### Cells coloured by class

Scale: 2 px per um. Fill, decap, tap and diode cells in grey.
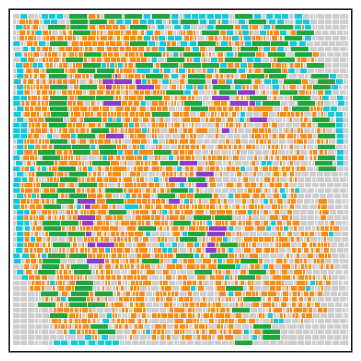
### Placement density heat map

Scale: 1.5 px per um. The die is cut into 17 by 17 equal tiles; black is low, pale yellow is high, 0 to 100% covered.
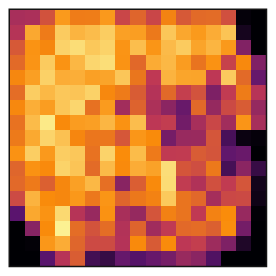
### Layout detail

Region (73, 73) to (98, 98) um. Cells in grey, sequential cells in the stronger grey; small squares are vias.
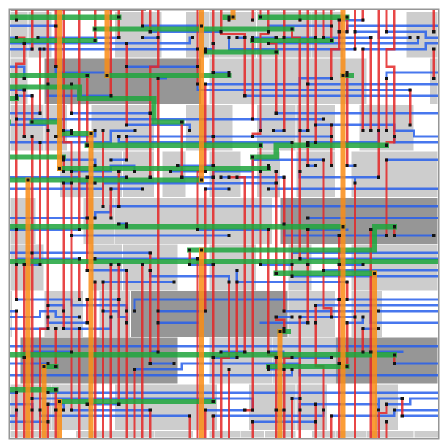
### Clock distribution

Scale: 3 px per um.
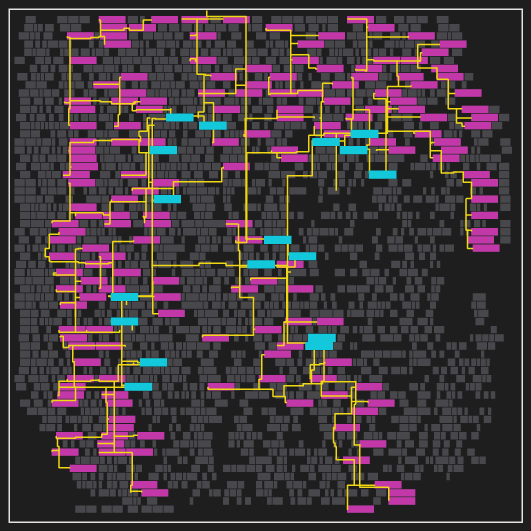
**src/rtl/alu_mdu_if.sv**
```systemverilog
// alu_mdu_if: request/result bundle for the iterative multiply/divide unit.
//
// Handshake: `start` is a request that is accepted on a rising edge exactly
// when `busy`=0; op/din1/din2 are captured on that edge. A request while
// busy=1 is dropped, not queued. `done` pulses for one cycle when HI/LO
// take a new result. hi_we/lo_we are direct register writes, honoured
// only while busy=0.
//
// Signals:
//   start, op[1:0], din1, din2   request (master -> unit)
//   hi_we, lo_we, wdata          direct HI/LO writes (master -> unit)
//   busy, done, div0, hi, lo     status and results (unit -> master)
//   state_dbg[1:0]               FSM state for observation (0 IDLE, 1 CALC, 2 FIX)
interface alu_mdu_if #(
    parameter int WIDTH = 32
) ();
    logic             start;
    logic [1:0]       op;
    logic [WIDTH-1:0] din1;
    logic [WIDTH-1:0] din2;
    logic             hi_we;
    logic             lo_we;
    logic [WIDTH-1:0] wdata;
    logic             busy;
    logic             done;
    logic             div0;
    logic [WIDTH-1:0] hi;
    logic [WIDTH-1:0] lo;
    logic [1:0]       state_dbg;

    modport master (
        output start, op, din1, din2, hi_we, lo_we, wdata,
        input  busy, done, div0, hi, lo, state_dbg
    );

    modport slave (
        input  start, op, din1, din2, hi_we, lo_we, wdata,
        output busy, done, div0, hi, lo, state_dbg
    );
endinterface

```
**src/rtl/alu_mdu.sv**
```systemverilog
// alu_mdu: iterative signed/unsigned multiply and divide with HI/LO registers.
//
// One operation per accepted start: operands are reduced to magnitudes,
// WIDTH shift-add (multiply) or restoring shift-subtract (divide) steps run
// in CALC, and FIX applies the sign correction and writes HI/LO.
//
// Ports:
//   clk    rising-edge clock
//   rst_n  asynchronous active-low reset (aborts any operation)
//   bus    alu_mdu_if.slave: start/op/din1/din2 request, hi_we/lo_we/wdata
//          direct writes, busy/done/div0/hi/lo results, state_dbg
//
// op: 00 mult, 01 multu, 10 div, 11 divu (bit 1 = divide, bit 0 = unsigned).
module alu_mdu #(
    parameter int WIDTH = 32
) (
    input logic     clk,
    input logic     rst_n,
    alu_mdu_if.slave bus
);
    localparam int CW = $clog2(WIDTH);

    typedef enum logic [1:0] {
        IDLE = 2'd0,
        CALC = 2'd1,
        FIX  = 2'd2
    } state_t;

    state_t             state, state_n;
    logic [CW-1:0]      cnt;
    logic               is_div;
    logic               res_neg;
    logic               dvd_neg;
    logic [WIDTH-1:0]   b_q;
    logic [2*WIDTH-1:0] acc;
    logic [WIDTH-1:0]   hi_q, lo_q;
    logic               done_q, div0_q;

    logic               accept, busy_c, res_we;

    // Operand magnitudes for the signed forms
    logic               signed_op, a_neg, b_neg;
    logic [WIDTH-1:0]   a_mag, b_mag;

    assign signed_op = ~bus.op[0];
    assign a_neg     = signed_op & bus.din1[WIDTH-1];
    assign b_neg     = signed_op & bus.din2[WIDTH-1];
    assign a_mag     = a_neg ? -bus.din1 : bus.din1;
    assign b_mag     = b_neg ? -bus.din2 : bus.din2;

    // Multiply step: acc = {partial product, remaining multiplier bits};
    // add the multiplicand on a 1 bit, then shift the whole pair right.
    logic [WIDTH:0]     mul_sum;
    logic [2*WIDTH-1:0] mul_next;
    assign mul_sum  = {1'b0, acc[2*WIDTH-1:WIDTH]} + (acc[0] ? {1'b0, b_q} : '0);
    assign mul_next = {mul_sum, acc[WIDTH-1:1]};

    // Divide step: acc = {remainder, remaining dividend / quotient bits}.
    // The shifted remainder needs one extra bit before the compare.
    logic [WIDTH:0]     rem_sh, div_diff;
    logic [2*WIDTH-1:0] div_next;
    assign rem_sh   = {acc[2*WIDTH-1:WIDTH], acc[WIDTH-1]};
    assign div_diff = rem_sh - {1'b0, b_q};
    assign div_next = div_diff[WIDTH] ? {rem_sh[WIDTH-1:0], acc[WIDTH-2:0], 1'b0}
                                      : {div_diff[WIDTH-1:0], acc[WIDTH-2:0], 1'b1};

    // Sign-corrected results, valid in FIX
    logic [2*WIDTH-1:0] prod;
    logic [WIDTH-1:0]   quot, rem;
    logic [WIDTH-1:0]   res_hi, res_lo;
    logic               res_div0;

    assign prod = res_neg ? -acc : acc;
    assign quot = res_neg ? -acc[WIDTH-1:0] : acc[WIDTH-1:0];
    assign rem  = dvd_neg ? -acc[2*WIDTH-1:WIDTH] : acc[2*WIDTH-1:WIDTH];

    always_comb begin
        res_hi   = prod[2*WIDTH-1:WIDTH];
        res_lo   = prod[WIDTH-1:0];
        res_div0 = 1'b0;
        if (is_div) begin
            res_div0 = (b_q == '0);
            // With a zero divisor every step subtracts nothing, so the
            // remainder ends as |din1| and re-signing it restores din1.
            // Quotient bits are all ones; force LO regardless of sign.
            res_hi   = rem;
            res_lo   = res_div0 ? '1 : quot;
        end
    end

    // FSM: state register
    always_ff @(posedge clk or negedge rst_n) begin
        if (!rst_n) state <= IDLE;
        else        state <= state_n;
    end

    // FSM: next state
    always_comb begin
        state_n = state;
        case (state)
            IDLE:    if (bus.start) state_n = CALC;
            CALC:    if (cnt == '0) state_n = FIX;
            FIX:     state_n = IDLE;
            default: state_n = IDLE;
        endcase
    end

    // FSM: outputs
    always_comb begin
        busy_c = (state != IDLE);
        accept = (state == IDLE) && bus.start;
        res_we = (state == FIX);
    end

    // Operand capture and iteration
    always_ff @(posedge clk or negedge rst_n) begin
        if (!rst_n) begin
            cnt     <= '0;
            is_div  <= 1'b0;
            res_neg <= 1'b0;
            dvd_neg <= 1'b0;
            b_q     <= '0;
            acc     <= '0;
        end else if (accept) begin
            cnt     <= CW'(WIDTH - 1);
            is_div  <= bus.op[1];
            res_neg <= a_neg ^ b_neg;
            dvd_neg <= a_neg;
            b_q     <= b_mag;
            acc     <= {{WIDTH{1'b0}}, a_mag};
        end else if (state == CALC) begin
            cnt <= cnt - 1'b1;
            acc <= is_div ? div_next : mul_next;
        end
    end

    // Architectural HI/LO; a result in FIX wins, direct writes only when idle
    always_ff @(posedge clk or negedge rst_n) begin
        if (!rst_n) begin
            hi_q   <= '0;
            lo_q   <= '0;
            done_q <= 1'b0;
            div0_q <= 1'b0;
        end else begin
            done_q <= res_we;
            if (res_we) begin
                hi_q <= res_hi;
                lo_q <= res_lo;
            end else if (!busy_c) begin
                if (bus.hi_we) hi_q <= bus.wdata;
                if (bus.lo_we) lo_q <= bus.wdata;
            end
            if (accept)      div0_q <= 1'b0;
            else if (res_we) div0_q <= res_div0;
        end
    end

    assign bus.busy      = busy_c;
    assign bus.done      = done_q;
    assign bus.div0      = div0_q;
    assign bus.hi        = hi_q;
    assign bus.lo        = lo_q;
    assign bus.state_dbg = state;
endmodule

```
**src/flat_wrapper.sv**
```systemverilog
// flat-port wrapper written by rule: the top's interface ports become plain ports
module alu_mdu_flat 
#(
    parameter int WIDTH = 32
)
  (clk, rst_n, bus_start, bus_op, bus_din1, bus_din2, bus_hi_we, bus_lo_we, bus_wdata, bus_busy, bus_done, bus_div0, bus_hi, bus_lo, bus_state_dbg);
  alu_mdu_if #(.WIDTH(WIDTH)) bus_i ();
  input logic clk;
  input logic rst_n;
  input wire logic [$bits(bus_i.start)-1:0] bus_start;
  input wire logic [$bits(bus_i.op)-1:0] bus_op;
  input wire logic [$bits(bus_i.din1)-1:0] bus_din1;
  input wire logic [$bits(bus_i.din2)-1:0] bus_din2;
  input wire logic [$bits(bus_i.hi_we)-1:0] bus_hi_we;
  input wire logic [$bits(bus_i.lo_we)-1:0] bus_lo_we;
  input wire logic [$bits(bus_i.wdata)-1:0] bus_wdata;
  output wire logic [$bits(bus_i.busy)-1:0] bus_busy;
  output wire logic [$bits(bus_i.done)-1:0] bus_done;
  output wire logic [$bits(bus_i.div0)-1:0] bus_div0;
  output wire logic [$bits(bus_i.hi)-1:0] bus_hi;
  output wire logic [$bits(bus_i.lo)-1:0] bus_lo;
  output wire logic [$bits(bus_i.state_dbg)-1:0] bus_state_dbg;
  assign bus_i.start = bus_start;
  assign bus_i.op = bus_op;
  assign bus_i.din1 = bus_din1;
  assign bus_i.din2 = bus_din2;
  assign bus_i.hi_we = bus_hi_we;
  assign bus_i.lo_we = bus_lo_we;
  assign bus_i.wdata = bus_wdata;
  assign bus_busy = bus_i.busy;
  assign bus_done = bus_i.done;
  assign bus_div0 = bus_i.div0;
  assign bus_hi = bus_i.hi;
  assign bus_lo = bus_i.lo;
  assign bus_state_dbg = bus_i.state_dbg;
  alu_mdu #(.WIDTH(WIDTH)) u_core (.clk(clk), .rst_n(rst_n), .bus(bus_i));
endmodule
```
**config.mk**
```make
export PLATFORM = sky130hd
export DESIGN_NAME = alu_mdu_flat
export DESIGN_NICKNAME = d
export VERILOG_FILES = /design/src/rtl/alu_mdu_if.sv /design/src/rtl/alu_mdu.sv /design/src/flat_wrapper.sv
export SDC_FILE = /design/constraint.sdc
export NUM_CORES = 1
export LEC_CHECK = 0
export CORE_UTILIZATION = 53
export DETAILED_ROUTE_END_ITERATION = 8
export PLACE_DENSITY = 0.88
export SKIP_LAST_GASP = 1
export SLEW_MARGIN = 15
export SYNTH_ARGS = -nofsm -noshare
export SYNTH_HDL_FRONTEND = slang
export SYNTH_SLANG_ARGS = --single-unit
```
**constraint.sdc**
```tcl
create_clock -name clk -period 3.7 [get_ports clk]
set_clock_uncertainty 0.1 [all_clocks]
set_input_delay 0.74 -clock clk [delete_from_list [all_inputs] [get_ports clk]]
set_output_delay 0.74 -clock clk [all_outputs]
set_load 0.01 [all_outputs]
```
==> ci_impl_report.md <==
### Yosys + OpenROAD results

| Metric | Value |
|---|---|
| Status | complete, no violations |
| Worst skew pair latency | ~0.44 ns |
| Crit Path Class | flop to flop |
| Final TNS setup | 0 ns |
| Final Cycle Share | roughly 96% |
| Worst hold slack | between 0.2 and 0.25 ns |
| Switching Power | ~0.009 W |
| # Max-Cap Violations | 0 |
| IO buf count | about 170 |
| Worst EP required | between 3 and 4 ns |
| Diodes inserted | 0 |
| YS warnings | 0 |
| Tmin final | 3.56 ns |
| P_int | around 0.0084 W |
| RSZ-0062 raised after global routing | yes |
| Max Clk Rate | between 200 and 300 MHz |
| Inverter count | between 60 and 70 |
| Ys cells | ~1,900 |
| Clk cell area share | 3.30% |
| Drt pass-1 iters | 6 |
| Final RePlAce weighted congestion | approximately 1.0 |
| Final Non-Filler Cells | ~2,500 |
| Sequential element share of the synthesized area | approximately 29% |
| Mux share | 3.76% |
| Xor+xnor area frac | about a tenth |
| Sequential share of cell area | between 20% and 30% |
| Reg area | between 0.004 and 0.005 sq mm |
| Die Span Y | about 170 um |
| # Taps | 378 |
| Actual slew at the worst max-slew pin | ~0.99 ns |
| Die Size | ~0.029 sq mm |
| First-pass GRT wire length | roughly 85 mm |
| Ys flops | about 170 |
| Share of layout cells above drive strength 1 | ~7.7% |
| Dpl hpwl | ~42 mm |
| Worst R2R Setup Slack | approximately 0.14 ns |
| Max-area cell share | between 20% and 30% |
| Synth area leader | dfrtp_1 |
| Comb area | between 0.01 and 0.015 sq mm |
| FF-to-FF End | u_core.acc[58] |
| Post-synth top flop | dfrtp_1 |
| GRT Util Overall | 37.6% |
| R2R Path Start | u_core.acc[0] |
| Clock buffer count | 18 |
| Die x size | 170 um |
| CP arrival | 3.76 ns |
| Log Warnings | 28 |
| Largest cells by area after synthesis | dfrtp_1, o21ai_0, ha_1, nand2_1, xnor2_1 |
| Slew Viols, Final | 0 |
| Routed via count | roughly 16,000 |
| Endpoint type of the worst setup path | flop |
| Logic share of the area | 55.5% |
| Initial antenna violation count | 1 |
| Core Util, Final | between 60% and 70% |
-- 'Cells coloured by class' (at the start) --
[purple] clock drivers and dummy loads | cells: 32
[green] flops | cells: 172
[cyan] other buffers and delay cells | cells: 263
[orange] combinational and other logic | cells: 1,613

-- 'Placement density heat map' (at the start) --
fullest tile: 97%
tiles over 75% full: 35%
nearly empty tiles: 5.9%

-- 'Layout detail' (at the start) --
[orange] metal 4
[red] metal 2
[blue] metal 1
[green] metal 3
most frequent: o21ai_0 (7), buf_4 (6), dfrtp_1 (5)
cells with their middle in the window: 49
netlist names of flops here include: `u_core.acc` (5)
sequential cells in the window: 5

-- 'Clock distribution' (at the start) --
[yellow] clock wires | length: 2,320 um
[cyan] clock drivers | count: 17
[magenta] flip-flops | count: 172
routed clock nets: 18
flops lie: spread over the die

worst max path at each step:
| stage | endpoint | slack (ns) | cells past startpoint |
|---|---|---|---|
| after CTS | u_core.acc[59] | 0.09 | 10 |
| final | u_core.acc[58] | 0.14 | 13 |
| after floorplan | u_core.acc[59] | 0.15 | 12 |
| after global routing | u_core.acc[57] | -0.05 | 12 |
| after global placement | u_core.b_q[30] | 0.02 | 9 |
| after detailed placement | u_core.b_q[30] | -0.05 | 9 |
timing repair:
item | CTS | global route
buffers inserted | 0 | 1
resized | 0 | 8
setup endpoints to repair | 0 | 18
power groups by stage:
stage               sequential (W)  clock, W  combinational (W)
floorplan                  0.00346         0            0.00757
global placement           0.00364         0             0.0112
detailed placement         0.00370         0             0.0114
CTS                        0.00366   0.00185             0.0115
global route               0.00381   0.00191             0.0128
finish                     0.00373   0.00185             0.0119
layer usage:
metal | vias to the layer above | share of wire, % | track usage (%)
met5 | - | 0.018 | 0
met4 | 2 | 3.5 | 13.5
met3 | 159 | 10 | 7.91
met2 | 933 | 44 | 57.5
met1 | 7674 | 42 | 52.2
li1 | 7312 | - | -
worst max-delay path: stages, from the launching register on:
cell,delay [ns]
dfrtp_1,0.46
inv_1,0.20
buf_12,0.21
nor2_1,0.22
ha_1,0.35
nand2_1,0.22
o21ai_0,0.17
a32oi_1,0.23
o41ai_1,0.10
buf_4,0.19
a2111oi_0,0.44
a41oi_1,0.10
a31oi_2,0.31
a211oi_1,0.10
cells in the final DEF, fill, tap and decap left out, types with 7 or more instances in the layout:
master           instances
a22oi_1                 13
nor2b_1                 15
nand2_1                210
a21o_1                  30
o31ai_1                 32
clkbuf_16               17
or4_1                   12
clkdlybuf4s50_1        170
nor4_1                  30
ha_1                    70
o221ai_1                 8
nand4_1                 16
inv_1                   62
nor3_1                  59
a221o_1                  8
nor4b_1                  7
mux2i_1                 52
a211o_1                  8
a211oi_1                17
nand2b_1                25
dfrtp_1                171
a21oi_1                129
and3_1                  18
o41ai_1                 15
and2_1                  13
o21a_1                  12
xor2_1                  79
buf_4                   90
xnor2_1                 85
a221oi_1                 8
nand3_1                 23
a31oi_1                 16
o22a_1                  33
o211ai_1                39
o21ai_0                181
or3_1                   17
nor2_1                 164
o22ai_1                  9
flip-flops by register name, summed over array words and instances, names as in the netlist, 2 cells and up:
name	cells
u_core.bus.state_dbg	2
u_core.acc	64
u_core.cnt	5
u_core.b_q	32
u_core.bus.lo	32
u_core.bus.hi	32
cell usage after synthesis, types with 6 or more instances:
cell type    n
nor4_1      31
a221oi_1     8
a41oi_1      6
xnor2_1     85
o21bai_1     6
a2111oi_0    6
o22a_1      33
a221o_1      8
xor2_1      79
o221ai_1     8
dfrtp_1    172
o31ai_1     32
nand2b_1    26
o41ai_1     15
nor2_1     167
and2_1      13
a22oi_1     13
or4_1       12
a21oi_1    129
a31oi_1     17
clkbuf_1   112
inv_1       62
nand3_1     23
nor4b_1      8
o21ai_0    182
o211ai_1    39
nand4_1     16
a211o_1      8
mux2i_1     52
or3_1       17
a21o_1      30
o21a_1      12
nor2b_1     16
ha_1        70
buf_1       12
nor3_1      59
and3_1      18
a211oi_1    17
nand2_1    211
o22ai_1      9
Power is estimated from default activity; no workload was simulated.
